--- config.mk ---
export PLATFORM = sky130hd
export DESIGN_NAME = unidade_controle_flat
export DESIGN_NICKNAME = d
export VERILOG_FILES = /design/src/rtl/unidade_controle_if.sv /design/src/rtl/unidade_controle.sv /design/src/flat_wrapper.sv
export SDC_FILE = /design/constraint.sdc
export NUM_CORES = 1
export LEC_CHECK = 0
export ABC_AREA = 1
export ABC_CLOCK_PERIOD_IN_PS = 3100
export CAP_MARGIN = 30
export CORE_ASPECT_RATIO = 0.5
export CORE_MARGIN = 2
export CORE_UTILIZATION = 40
export CTS_CLUSTER_SIZE = 8
export DETAILED_ROUTE_END_ITERATION = 7
export PLACE_DENSITY_LB_ADDON = 0.3
export SYNTH_ARGS = -nofsm -noshare
export SYNTH_HDL_FRONTEND = slang
export SYNTH_SLANG_ARGS = --single-unit
export TNS_END_PERCENT = 1
--- constraint.sdc ---
create_clock -name clk -period 3.1 [get_ports clk]
set_clock_uncertainty 0.2 [all_clocks]
set_input_delay 0.465 -clock clk [delete_from_list [all_inputs] [get_ports clk]]
set_output_delay 0.465 -clock clk [all_outputs]
set_load 0.005 [all_outputs]
--- src/rtl/unidade_controle_if.sv ---
// unidade_controle_if: ROM fetch bus and datapath stack/temp control bundle
interface unidade_controle_if #(parameter int PROG_AW = 8);
  logic [PROG_AW-1:0] instr_addr;
  logic [20:0] instr_data;
  logic cond;
  logic pilha_en, temp1_en, temp2_en;
  logic wren, controle_pilha, load_temp1, load_temp2;
  logic [15:0] din_UC;
  logic [4:0] opcode;
  modport master (
    output instr_addr, pilha_en, temp1_en, temp2_en, wren, controle_pilha,
           load_temp1, load_temp2, din_UC, opcode,
    input  instr_data, cond
  );
  modport slave (
    input  instr_addr, pilha_en, temp1_en, temp2_en, wren, controle_pilha,
           load_temp1, load_temp2, din_UC, opcode,
    output instr_data, cond
  );
endinterface

--- src/rtl/unidade_controle.sv ---
// unidade_controle: stack-machine controller sequencing fetch/decode/pop/exec over a ROM and datapath stack
module unidade_controle #(
  parameter int PROG_AW = 8,
  parameter int STACK_DEPTH = 16
) (
  input  logic clk,
  input  logic reset,
  input  logic start,
  unidade_controle_if.master bus,
  output logic busy,
  output logic halted,
  output logic erro
);
  localparam int SPW = $clog2(STACK_DEPTH + 1);
  localparam logic [2:0] S_IDLE = 3'd0, S_FETCH = 3'd1, S_DECODE = 3'd2, S_POP1 = 3'd3,
                         S_POP2 = 3'd4, S_EXEC = 3'd5, S_HALT = 3'd6, S_ERRO = 3'd7;
  logic [2:0] state, nxt;
  logic [PROG_AW-1:0] pc;
  logic [SPW-1:0] sp, d_need;
  logic [20:0] ir;
  logic [4:0] d_op, r_op;
  logic d_push, d_err, r_push, r_pop, r_not, r_alu, r_if, in_exec, in_pop1, in_pop2;
  assign d_op = bus.instr_data[20:16];
  assign r_op = ir[20:16];
  assign d_push = d_op == 5'b10000;
  assign d_need = (d_op <= 5'b01000 || (d_op >= 5'b01010 && d_op <= 5'b01110)) ? SPW'(2) :
                  (d_op == 5'b01001 || d_op == 5'b10001) ? SPW'(1) : '0;
  // a full stack on push is reported the same way as an underflow
  assign d_err = sp < d_need || (d_push && sp == SPW'(STACK_DEPTH));
  assign r_push = r_op == 5'b10000;
  assign r_pop = r_op == 5'b10001;
  assign r_not = r_op == 5'b01001;
  assign r_alu = r_op <= 5'b01001;
  assign r_if = r_op >= 5'b01010 && r_op <= 5'b01110;
  assign in_exec = state == S_EXEC;
  assign in_pop1 = state == S_POP1;
  assign in_pop2 = state == S_POP2;
  always_comb
    nxt = state == S_IDLE   ? (start ? S_FETCH : S_IDLE) :
          state == S_FETCH  ? S_DECODE :
          state == S_DECODE ? (d_err ? S_ERRO : d_op == 5'b11111 ? S_HALT : d_push ? S_EXEC :
                               d_need != '0 ? S_POP1 : S_FETCH) :
          state == S_POP1   ? (r_pop ? S_FETCH : r_not ? S_EXEC : S_POP2) :
          state == S_POP2   ? S_EXEC :
          in_exec           ? S_FETCH : state;
  assign bus.instr_addr = pc;
  assign bus.pilha_en = in_pop1 | in_pop2 | (in_exec & (r_push | r_alu));
  assign bus.temp1_en = in_pop1 & ~r_pop;
  assign bus.load_temp1 = in_pop1 & ~r_pop;
  assign bus.temp2_en = in_pop2;
  assign bus.load_temp2 = in_pop2;
  assign bus.wren = in_exec & (r_push | r_alu);
  assign bus.controle_pilha = in_exec & r_alu;
  assign bus.din_UC = (in_exec & r_push) ? ir[15:0] : '0;
  assign bus.opcode = (in_exec & (r_alu | r_if)) ? r_op : '0;
  assign busy = state != S_IDLE && state != S_HALT && state != S_ERRO;
  assign halted = state == S_HALT;
  assign erro = state == S_ERRO;
  always_ff @(posedge clk) begin
    if (!reset) begin
      state <= S_IDLE;
      pc <= '0;
      sp <= '0;
      ir <= '0;
    end else begin
      state <= nxt;
      if (state == S_DECODE) begin
        ir <= bus.instr_data;
        pc <= d_op == 5'b10010 ? bus.instr_data[PROG_AW-1:0] : pc + PROG_AW'(1);
      end
      if (in_exec && r_if && bus.cond) pc <= ir[PROG_AW-1:0];
      if (bus.pilha_en) sp <= bus.wren ? sp + SPW'(1) : sp - SPW'(1);
    end
  end
endmodule

--- src/flat_wrapper.sv ---
// flat-port wrapper written by rule: the top's interface ports become plain ports
module unidade_controle_flat 
#(
  parameter int PROG_AW = 8,
  parameter int STACK_DEPTH = 16
)
  (clk, reset, start, busy, halted, erro, bus_instr_addr, bus_pilha_en, bus_temp1_en, bus_temp2_en, bus_wren, bus_controle_pilha, bus_load_temp1, bus_load_temp2, bus_din_UC, bus_opcode, bus_instr_data, bus_cond);
  unidade_controle_if #(.PROG_AW(PROG_AW)) bus_i ();
  input  logic clk;
  input  logic reset;
  input  logic start;
  output logic busy;
  output logic halted;
  output logic erro;
  output wire logic [$bits(bus_i.instr_addr)-1:0] bus_instr_addr;
  output wire logic [$bits(bus_i.pilha_en)-1:0] bus_pilha_en;
  output wire logic [$bits(bus_i.temp1_en)-1:0] bus_temp1_en;
  output wire logic [$bits(bus_i.temp2_en)-1:0] bus_temp2_en;
  output wire logic [$bits(bus_i.wren)-1:0] bus_wren;
  output wire logic [$bits(bus_i.controle_pilha)-1:0] bus_controle_pilha;
  output wire logic [$bits(bus_i.load_temp1)-1:0] bus_load_temp1;
  output wire logic [$bits(bus_i.load_temp2)-1:0] bus_load_temp2;
  output wire logic [$bits(bus_i.din_UC)-1:0] bus_din_UC;
  output wire logic [$bits(bus_i.opcode)-1:0] bus_opcode;
  input wire logic [$bits(bus_i.instr_data)-1:0] bus_instr_data;
  input wire logic [$bits(bus_i.cond)-1:0] bus_cond;
  assign bus_instr_addr = bus_i.instr_addr;
  assign bus_pilha_en = bus_i.pilha_en;
  assign bus_temp1_en = bus_i.temp1_en;
  assign bus_temp2_en = bus_i.temp2_en;
  assign bus_wren = bus_i.wren;
  assign bus_controle_pilha = bus_i.controle_pilha;
  assign bus_load_temp1 = bus_i.load_temp1;
  assign bus_load_temp2 = bus_i.load_temp2;
  assign bus_din_UC = bus_i.din_UC;
  assign bus_opcode = bus_i.opcode;
  assign bus_i.instr_data = bus_instr_data;
  assign bus_i.cond = bus_cond;
  unidade_controle #(.PROG_AW(PROG_AW), .STACK_DEPTH(STACK_DEPTH)) u_core (.clk(clk), .reset(reset), .start(start), .bus(bus_i), .busy(busy), .halted(halted), .erro(erro));
endmodule
Figure 1. Cell classes on the final placement.
The bar under the picture is 20 um long. Fill, decap, tap and diode cells in grey.
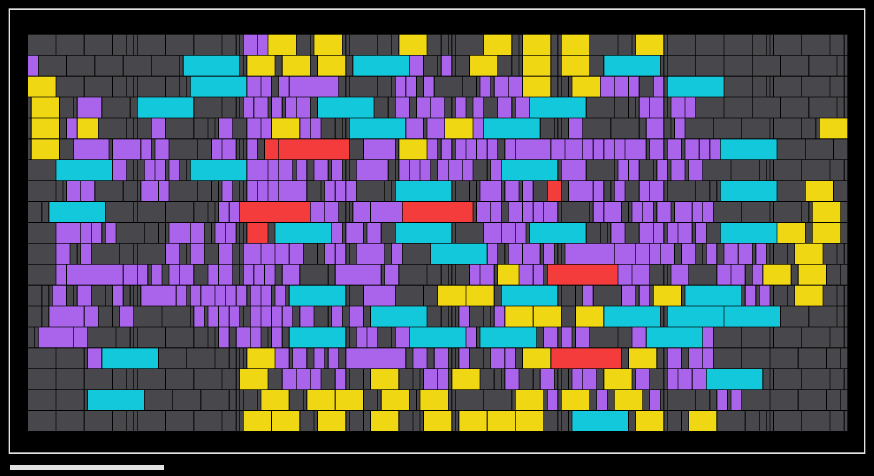
| colour | class | cells | share of their area |
|---|---|---|---|
| yellow | other buffers and delay cells | 64 | 21% |
| red | clock drivers and dummy loads | 8 | 4.8% |
| purple | all other logic | 296 | 49% |
| cyan | flip-flops | 37 | 25% |
Site Rows: 19
cell area after layout: 3090 sq um
sequential fraction of total cell area: 24.0%

Figure 2. Gate-type map.
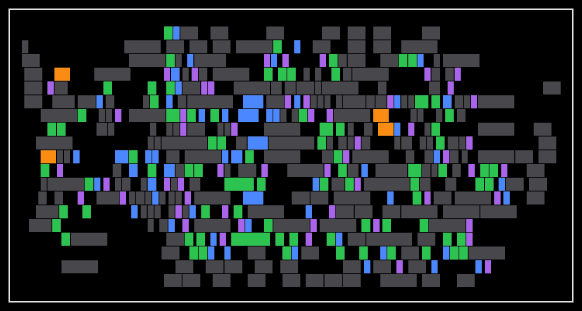
| colour | family | cells |
|---|---|---|
| purple | inverters | 54 |
| orange | XOR/XNOR gates | 4 |
| blue | NOR gates | 53 |
| green | inverting AOI/OAI gates | 79 |
Comb area share: 41.3%
Cell Count, Final, Fillers Out: 478

==> results.sh <==
# yosys + openroad results
export IMPL_status="complete, no violations"
export IMPL_top_cell="nand2_1"
export IMPL_ff_type="dfxtp_1"
export IMPL_grt_ovfl_total=0
export IMPL_period_used_pct=89.5
export IMPL_cts_num_sinks=37
export IMPL_slew_viol_final=0
export IMPL_final_fill_count=552
export IMPL_adder_share_pct=3.60
export IMPL_wl_um=6030
export IMPL_cts_tree="built"
export IMPL_crit_fanout=16
export IMPL_worst_pin_slew_ns=0.569
export IMPL_powerDensity_nw_per_um2=690
export IMPL_leakagePower_uw=0.00129
export IMPL_die_area_sq_um=6400
export IMPL_hold_buffers=0
export IMPL_max_cap_violations=0
export IMPL_worstSkewPairLatency_ns=0.28
export IMPL_place_congestion=0.850
export IMPL_start_kind="flop"
export IMPL_fp_nets=379
export IMPL_drt_pass1_iterations=4
export IMPL_antenna_found_initial=0
export IMPL_mux_share_pct=0
export IMPL_synth_cells=348
export IMPL_synthAoiAreaFrac_pct=18.9
export IMPL_cts_buffer_depth=2
export IMPL_crit_chain="nor2_1 -> nand3_2 -> nor2_4 -> inv_1 -> nor2_1 -> clkdlybuf4s50_1"
export IMPL_fin_crit_ns=2.77
export IMPL_slew_headroom_pct=62.0
export IMPL_hold_depth=2
export IMPL_critPathMostFrequentCell="nor2_1"
export IMPL_clk_pin_slew_ns=0.06
export IMPL_grt_use_met1_pct=23.9
export IMPL_postSynthSeqShare_pct=32.3
export IMPL_drt_iter0_markers=142
export IMPL_required_ns=2.43
export IMPL_cts_made_buffers=5
export IMPL_yosysWarningCount=0
Figure 3. Clock routing.
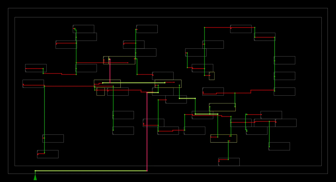
FF+latch count: 37
Clk. pwr: 493 uW

Figure 4. Power grid.
Pins as bars on the die edge.
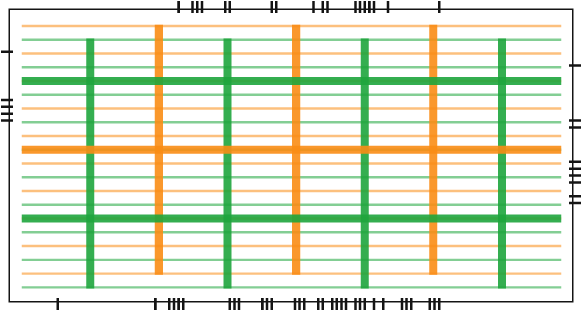
| colour | net |
|---|---|
| orange | VDD |
| green | VSS |
met1 rails: 20
met4 straps: 7
signal pins: 64
rows: 19
worst vdd ir: 0.525 mV
core area: 5520 sq um
DIE WIDTH: 111 um

## power breakdown
group          switching, uW  total (uW)  internal [uW]
sequential               152         778            626
clock                    199         493            295
combinational            497         861            364
total                    848        2130           1290
## sequential cells by signal, indices dropped and copies added (netlist names)
signal                 flops
u_core.sp                  5
u_core.ir                 21
u_core.state               3
u_core.bus.instr_addr      8
## per-stage QoR
step / worst slack (ns) / cell area [sq um] / hold WS [ns] / total power [uW] / utilization, %
2_1_floorplan: 0.990 / 2300 / 0.230 / 1380 / -
3_3_place_gp: 0.582 / 2950 / 0.240 / 1600 / 53.4
3_5_place_dp: 0.517 / 2950 / 0.249 / 1650 / 53.4
4_1_cts: 0.305 / 3090 / 0.258 / 2150 / 56.0
5_1_grt: 0.192 / 3090 / 0.288 / 2320 / 56.0
6_report: 0.326 / 3090 / 0.257 / 2130 / 56.0
## placed cells by master (no fill, tap or decap), types with 2 or more instances in the layout
master	n
clkdlybuf4s50_1	62
nand2_1	57
inv_1	50
nor2_1	42
dfxtp_1	37
a21oi_1	35
o21ai_0	33
nand3_1	24
nand4_1	10
o21ai_1	5
ha_1	5
clkbuf_16	5
inv_2	4
nor2_4	4
nor3_1	4
o211ai_1	4
nand3_2	3
xnor2_1	3
nand3_4	2
clkinv_2	2
buf_4	2
## worst max-delay path, delay by kind of cell (launching register included)
kind | cells | cell delay [ns]
buffers and inverters | 2 | 0.80
AND/OR/NAND/NOR | 4 | 0.65
flip-flops | 1 | 0.38
## cell families (layout without fill, tap and decap cells)
kind of cell / Yosys count / count (layout)
simple gates: 152 / 152
other cells: 1 / 1
fa+ha+maj: 6 / 6
compound gates: 79 / 79
xor+xnor: 4 / 4
buf+inv: 69 / 126
flops: 37 / 37
## cell type report
class | instances | area (sq um) | share of cell area, %
flip-flops and latches | 37 | 741 | 24.0
well taps | 73 | 91.3 | 2.96
multi-input cells | 242 | 1280 | 41.3
clock inverters | 3 | 17.5 | 0.567
clock buffers | 5 | 125 | 4.05
inverters | 54 | 203 | 6.56
repair buffers | 64 | 636 | 20.6
## metal layers
| metal | wire, um | up-vias |
|---|---|---|
| li1 | - | 1245 |
| met1 | 2550 | 1121 |
| met2 | 3050 | 58 |
| met3 | 346 | 8 |
| met4 | 83 | 0 |
| met5 | 0 | - |
## worst paths after layout
kind | start | slack (ns) | end
setup reg to reg | u_core.ir[17]$_SDFFE_PN0P_ | 0.82 | u_core.sp[4]$_SDFFE_PN0P_
setup / recovery | u_core.ir[17]$_SDFFE_PN0P_ | 0.33 | bus_din_UC[8]
hold / removal | u_core.ir[9]$_SDFFE_PN0P_ | 0.26 | u_core.ir[9]$_SDFFE_PN0P_
hold reg to reg | u_core.ir[9]$_SDFFE_PN0P_ | 0.26 | u_core.ir[9]$_SDFFE_PN0P_
Power is estimated from default activity; no workload was simulated.
